$ cat src/rtl/tap_frame_collector.sv
// Double-buffered collector turning serial (index, I/Q) tap samples into a parallel tap frame.
// Optional build macro TAP_BITREV_ORDER_EN: expect taps in bit-reversed index order.
module tap_frame_collector #(
  parameter int NTAPS = 32,
  parameter int IW    = 5,
  parameter int DW    = 16
) (
  input  logic                clk,
  input  logic                reset,
  input  logic                dv_in,
  input  logic [IW-1:0]       index_in,
  input  logic [DW-1:0]       din_real,
  input  logic [DW-1:0]       din_imag,
  output logic [NTAPS*DW-1:0] taps_real,
  output logic [NTAPS*DW-1:0] taps_imag,
  output logic                taps_valid,
  output logic                frame_strobe,
  output logic                seq_err
);

  // state | meaning
  // IDLE  | waiting for a sample with index 0 to open a frame
  // FILL  | frame open, accepting the next in-sequence index
  typedef enum logic {IDLE, FILL} state_t;

  state_t        state_q, state_d;
  logic [IW-1:0] expected_q, expected_d;
  logic [IW-1:0] match_idx;
  logic          bank_sel_q;
  logic          swap_pend_q, swap_pend_d;
  logic          seq_err_q, seq_err_d;
  logic          strobe_q;
  logic          valid_q;
  logic          wr_en;
  logic          wr_bank;

  logic [DW-1:0] bank_re_q [2][NTAPS];
  logic [DW-1:0] bank_im_q [2][NTAPS];

`ifdef TAP_BITREV_ORDER_EN
  function automatic logic [IW-1:0] bitrev(input logic [IW-1:0] v);
    logic [IW-1:0] r;
    for (int i = 0; i < IW; i++) r[i] = v[IW-1-i];
    return r;
  endfunction
  assign match_idx = bitrev(expected_q);
`else
  assign match_idx = expected_q;
`endif

  // While a swap is pending, bank_sel still points at the old read bank,
  // which is about to become the write bank for a back-to-back frame.
  assign wr_bank = ~(bank_sel_q ^ swap_pend_q);

  always_comb begin
    state_d     = state_q;
    expected_d  = expected_q;
    swap_pend_d = 1'b0;
    seq_err_d   = 1'b0;
    wr_en       = 1'b0;
    case (state_q)
      IDLE: begin
        if (dv_in && index_in == '0) begin
          wr_en      = 1'b1;
          expected_d = IW'(1);
          state_d    = FILL;
        end
      end
      FILL: begin
        if (dv_in) begin
          if (index_in == match_idx) begin
            wr_en = 1'b1;
            if (expected_q == IW'(NTAPS - 1)) begin
              expected_d  = '0;
              state_d     = IDLE;
              swap_pend_d = 1'b1;
            end else begin
              expected_d = expected_q + IW'(1);
            end
          end else begin
            seq_err_d = 1'b1;
            if (index_in == '0) begin
              wr_en      = 1'b1;
              expected_d = IW'(1);
            end else begin
              expected_d = '0;
              state_d    = IDLE;
            end
          end
        end
      end
      default: begin
        state_d    = IDLE;
        expected_d = '0;
      end
    endcase
  end

  always_ff @(posedge clk) begin
    if (reset) begin
      state_q     <= IDLE;
      expected_q  <= '0;
      bank_sel_q  <= 1'b0;
      swap_pend_q <= 1'b0;
      seq_err_q   <= 1'b0;
      strobe_q    <= 1'b0;
      valid_q     <= 1'b0;
      for (int b = 0; b < 2; b++) begin
        for (int k = 0; k < NTAPS; k++) begin
          bank_re_q[b][k] <= '0;
          bank_im_q[b][k] <= '0;
        end
      end
    end else begin
      state_q     <= state_d;
      expected_q  <= expected_d;
      swap_pend_q <= swap_pend_d;
      seq_err_q   <= seq_err_d;
      strobe_q    <= swap_pend_q;
      if (swap_pend_q) begin
        bank_sel_q <= ~bank_sel_q;
        valid_q    <= 1'b1;
      end
      if (wr_en) begin
        bank_re_q[wr_bank][index_in] <= din_real;
        bank_im_q[wr_bank][index_in] <= din_imag;
      end
    end
  end

  for (genvar k = 0; k < NTAPS; k++) begin : g_taps
    assign taps_real[k*DW +: DW] = bank_re_q[bank_sel_q][k];
    assign taps_imag[k*DW +: DW] = bank_im_q[bank_sel_q][k];
  end

  assign taps_valid   = valid_q;
  assign frame_strobe = strobe_q;
  assign seq_err      = seq_err_q;

endmodule

$ cat config.mk
export PLATFORM = sky130hd
export DESIGN_NAME = tap_frame_collector
export DESIGN_NICKNAME = d
export VERILOG_FILES = /design/src/rtl/tap_frame_collector.sv
export SDC_FILE = /design/constraint.sdc
export NUM_CORES = 2
export LEC_CHECK = 0
export ABC_AREA = 1
export CAP_MARGIN = 20
export CORE_AREA = 4 4 411 413
export DETAILED_ROUTE_END_ITERATION = 12
export DIE_AREA = 0 0 415 417
export GPL_TIMING_DRIVEN = 0
export PLACE_DENSITY = 0.78
export SYNTH_ARGS = -nofsm -noshare
export SYNTH_HDL_FRONTEND = slang
export SYNTH_SLANG_ARGS = --single-unit
$ cat constraint.sdc
create_clock -name clk -period 8.6 [get_ports clk]
set_input_delay 2.15 -clock clk [delete_from_list [all_inputs] [get_ports clk]]
set_output_delay 2.15 -clock clk [all_outputs]
set_load 0.05 [all_outputs]
==> metrics.yaml <==
cts_root_buffer: "clkbuf_16"
r2r-start: "expected_q[2]$_SDFFE_PP0P_"
finalHoldViolations: 0
via_per_inst: 6.13
drive_gt1_share_pct: 25.9
grt_max_degree: 33
chipHeight_um: 417
p_leak_nw: 35.4
ys_seq_share_pct: 76.7
fp-utilization_pct: 48.8
top_layer_used: "met5"
post-route-util_pct: 62.2
period_used_pct: 85.4
cts_buffers: 199
avgSynthCellArea_um2: 16.6
relSlewSlack_pct: 16.6
yosys.cell_types.count: 27
preCtsSetupSlack_ns: 2.09
ys_chip_area_um2: 80500
fin_area_um2: 103000
rr_endpoint: "bank_re_q[1][367]$_DFFE_PP_"
synthesis.nets: 4900
flop_cell: "edfxtp_1"
ios: 1067
most_common_cell: "edfxtp_1"
place_inst: 8201
largest_area_cell: "edfxtp_1"
cts_resized: 0
path_class: "register to output pin"
max_freq_ghz: 0.136
tns_ns: 0
overflow: 0
grt_pass1_vias: 51100
gp_congestion: 0.912
status: "complete, no violations"
peakVddDrop_mv: 0.194
drc: 0
cts_max_level: 4
ys_ff: 2060
## worst max-delay path, delay by kind of cell, from the launching register on
kind     cells  cell delay [ns]
mux          1             0.32
buf+inv      5             3.71
flops        1             0.32
## worst max path at each step
stage                startpoint                     endpoint  depth (start not counted)
finish                 register               taps_real[431]                          6
global route           register               taps_real[431]                          6
CTS                    register               taps_real[431]                          6
detailed placement  index_in[4]  bank_im_q[1][492]$_DFFE_PP_                         11
global placement    index_in[4]  bank_re_q[1][239]$_DFFE_PP_                         10
floorplan           index_in[0]  bank_im_q[1][128]$_DFFE_PP_                          9
## routing by layer
| metal | track usage, % | vias up |
|---|---|---|
| met5 | 0 | - |
| met2 | 57.2 | 4745 |
| met4 | 26.5 | 8 |
| met1 | 46.2 | 26500 |
| li1 | - | 20400 |
| met3 | 9.81 | 1028 |
## sequential cells by signal, summed over array words and instances, names as in the netlist, named ones only
| name | count |
|---|---|
| bank_im_q | 1024 |
| bank_re_q | 1024 |
| bank_sel_q | 1 |
| expected_q | 5 |
| frame_strobe | 1 |
| seq_err | 1 |
| state_q | 1 |
| swap_pend_q | 1 |
| taps_valid | 1 |
## report_power, final
group / total (mW) / switching, mW / leakage, nW / internal, mW
clock: 8.63 / 3.91 / 3.07 / 4.72
combinational: 1.69 / 1.21 / 11.3 / 0.484
sequential: 11.5 / 0.101 / 21.0 / 11.4
## logic make-up (layout without fill, tap and decap cells)
kind of cell,Yosys count,in the layout,share of synthesized area (%)
flip-flops,2060,2060,76.7
AND/OR/NAND/NOR,1346,1346,6.73
multiplexers,1024,1024,14.3
adder cells (fa/ha/maj),2,2,0.0311
XOR/XNOR,2,2,0.0218
other,0,26,0
AND-OR/OR-AND,6,6,0.0544
buffers and inverters,418,1937,2.15
## layout by cell type (no fill, tap or decap), types with 31 or more instances in the layout
| cell | synthesis | routed |
|---|---|---|
| edfxtp_1 | 2048 | 2048 |
| nor2_1 | 1106 | 1075 |
| clkdlybuf4s50_1 | 0 | 1065 |
| mux2_2 | 1024 | 1024 |
| clkbuf_1 | 198 | 215 |
| clkbuf_16 | 0 | 199 |
| nand2_1 | 187 | 161 |
| buf_2 | 109 | 109 |
| buf_12 | 0 | 58 |
| inv_1 | 84 | 52 |
| clkinv_1 | 0 | 46 |
| clkinv_2 | 0 | 35 |
| clkbuf_2 | 0 | 34 |
| nor2_4 | 0 | 31 |
## final cells by class
class	instances	area, µm²	share of cell area, %
sequential	2060	61700	60.2
multi-input combinational	2380	17300	16.9
timing repair buffer	1155	12500	12.2
clock buffer	250	5170	5.05
tap	2189	2740	2.67
buffer	332	1450	1.42
clock inverter	114	1140	1.11
inverter	86	335	0.327
antenna	26	65.1	0.0635
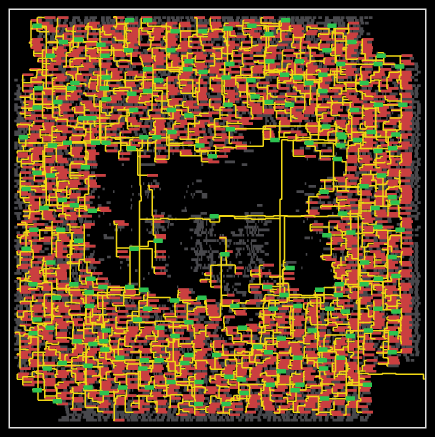
Fig. 1. Clock wires, drivers and flops.
Scale: 1 px per µm.
[cells driving clock nets] green | count: 199
[clock wires] yellow | length: 22.7 mm
[flip-flops] red | count: 2060
flops lie	spread over the die
routed clock nets	200
clock skew: 0.0641 ns
worst skew pair latency: 0.87 ns
power in the clock group: 8.63 mW

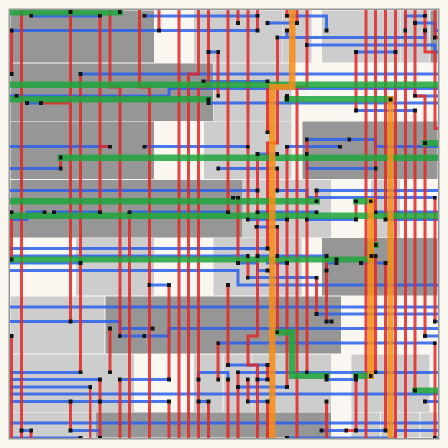
Fig. 2. Zoomed window.
Region (301, 94) to (321, 114) µm. Cells in grey, sequential cells in the stronger grey; small squares are vias.
layer	colour
met4	orange
met1	blue
met3	green
met2	red
most frequent	edfxtp_1 (6), clkdlybuf4s50_1 (5), mux2_2 (4)
sequential cells in the window	6
netlist names of flops here include	bank_re_q (5), bank_im_q (1)
cells with their middle in the window	21

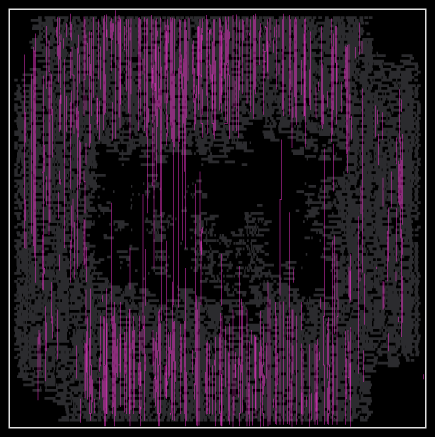
Fig. 3. The metal 4 layer.
Scale: 1 px per µm. Cells faint in the background.
share of all routed wire	8.8%
main direction	vertical
via count: 52600
drt total wl: 330 mm

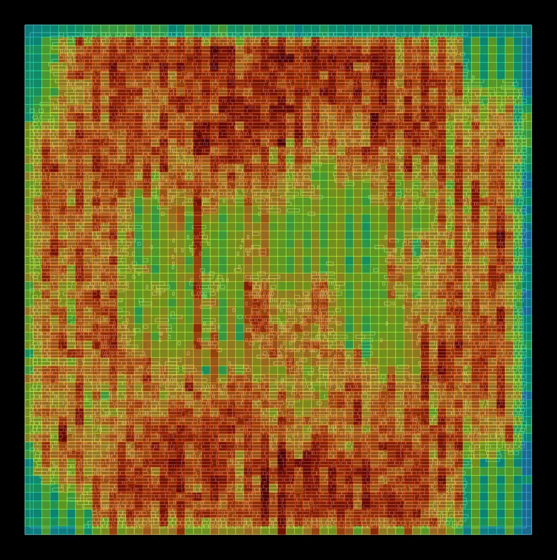
Fig. 4. Congestion heat map.
M3 GR Usage: 9.81%
DR WL/cell: 38.5 µm
M2 GR Usage: 57.2%
busiest layer in global routing: met2

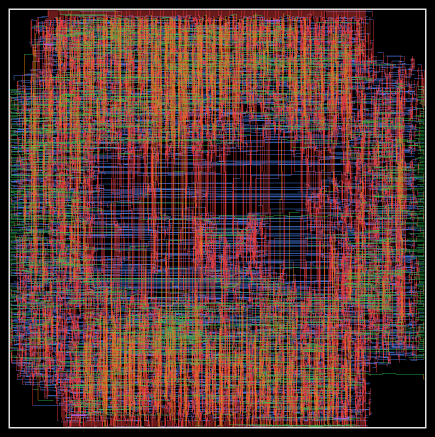
Fig. 5. Wiring by layer.
Scale: 1 px per µm.
layer	colour	wire length
met2	red	150 mm
met3	green	40.3 mm
met4	orange	29.0 mm
met5	purple	49.7 µm
met1	blue	111 mm
GRT Resource Usage Total: 37.3%

Power and IR drop assume default switching activity.
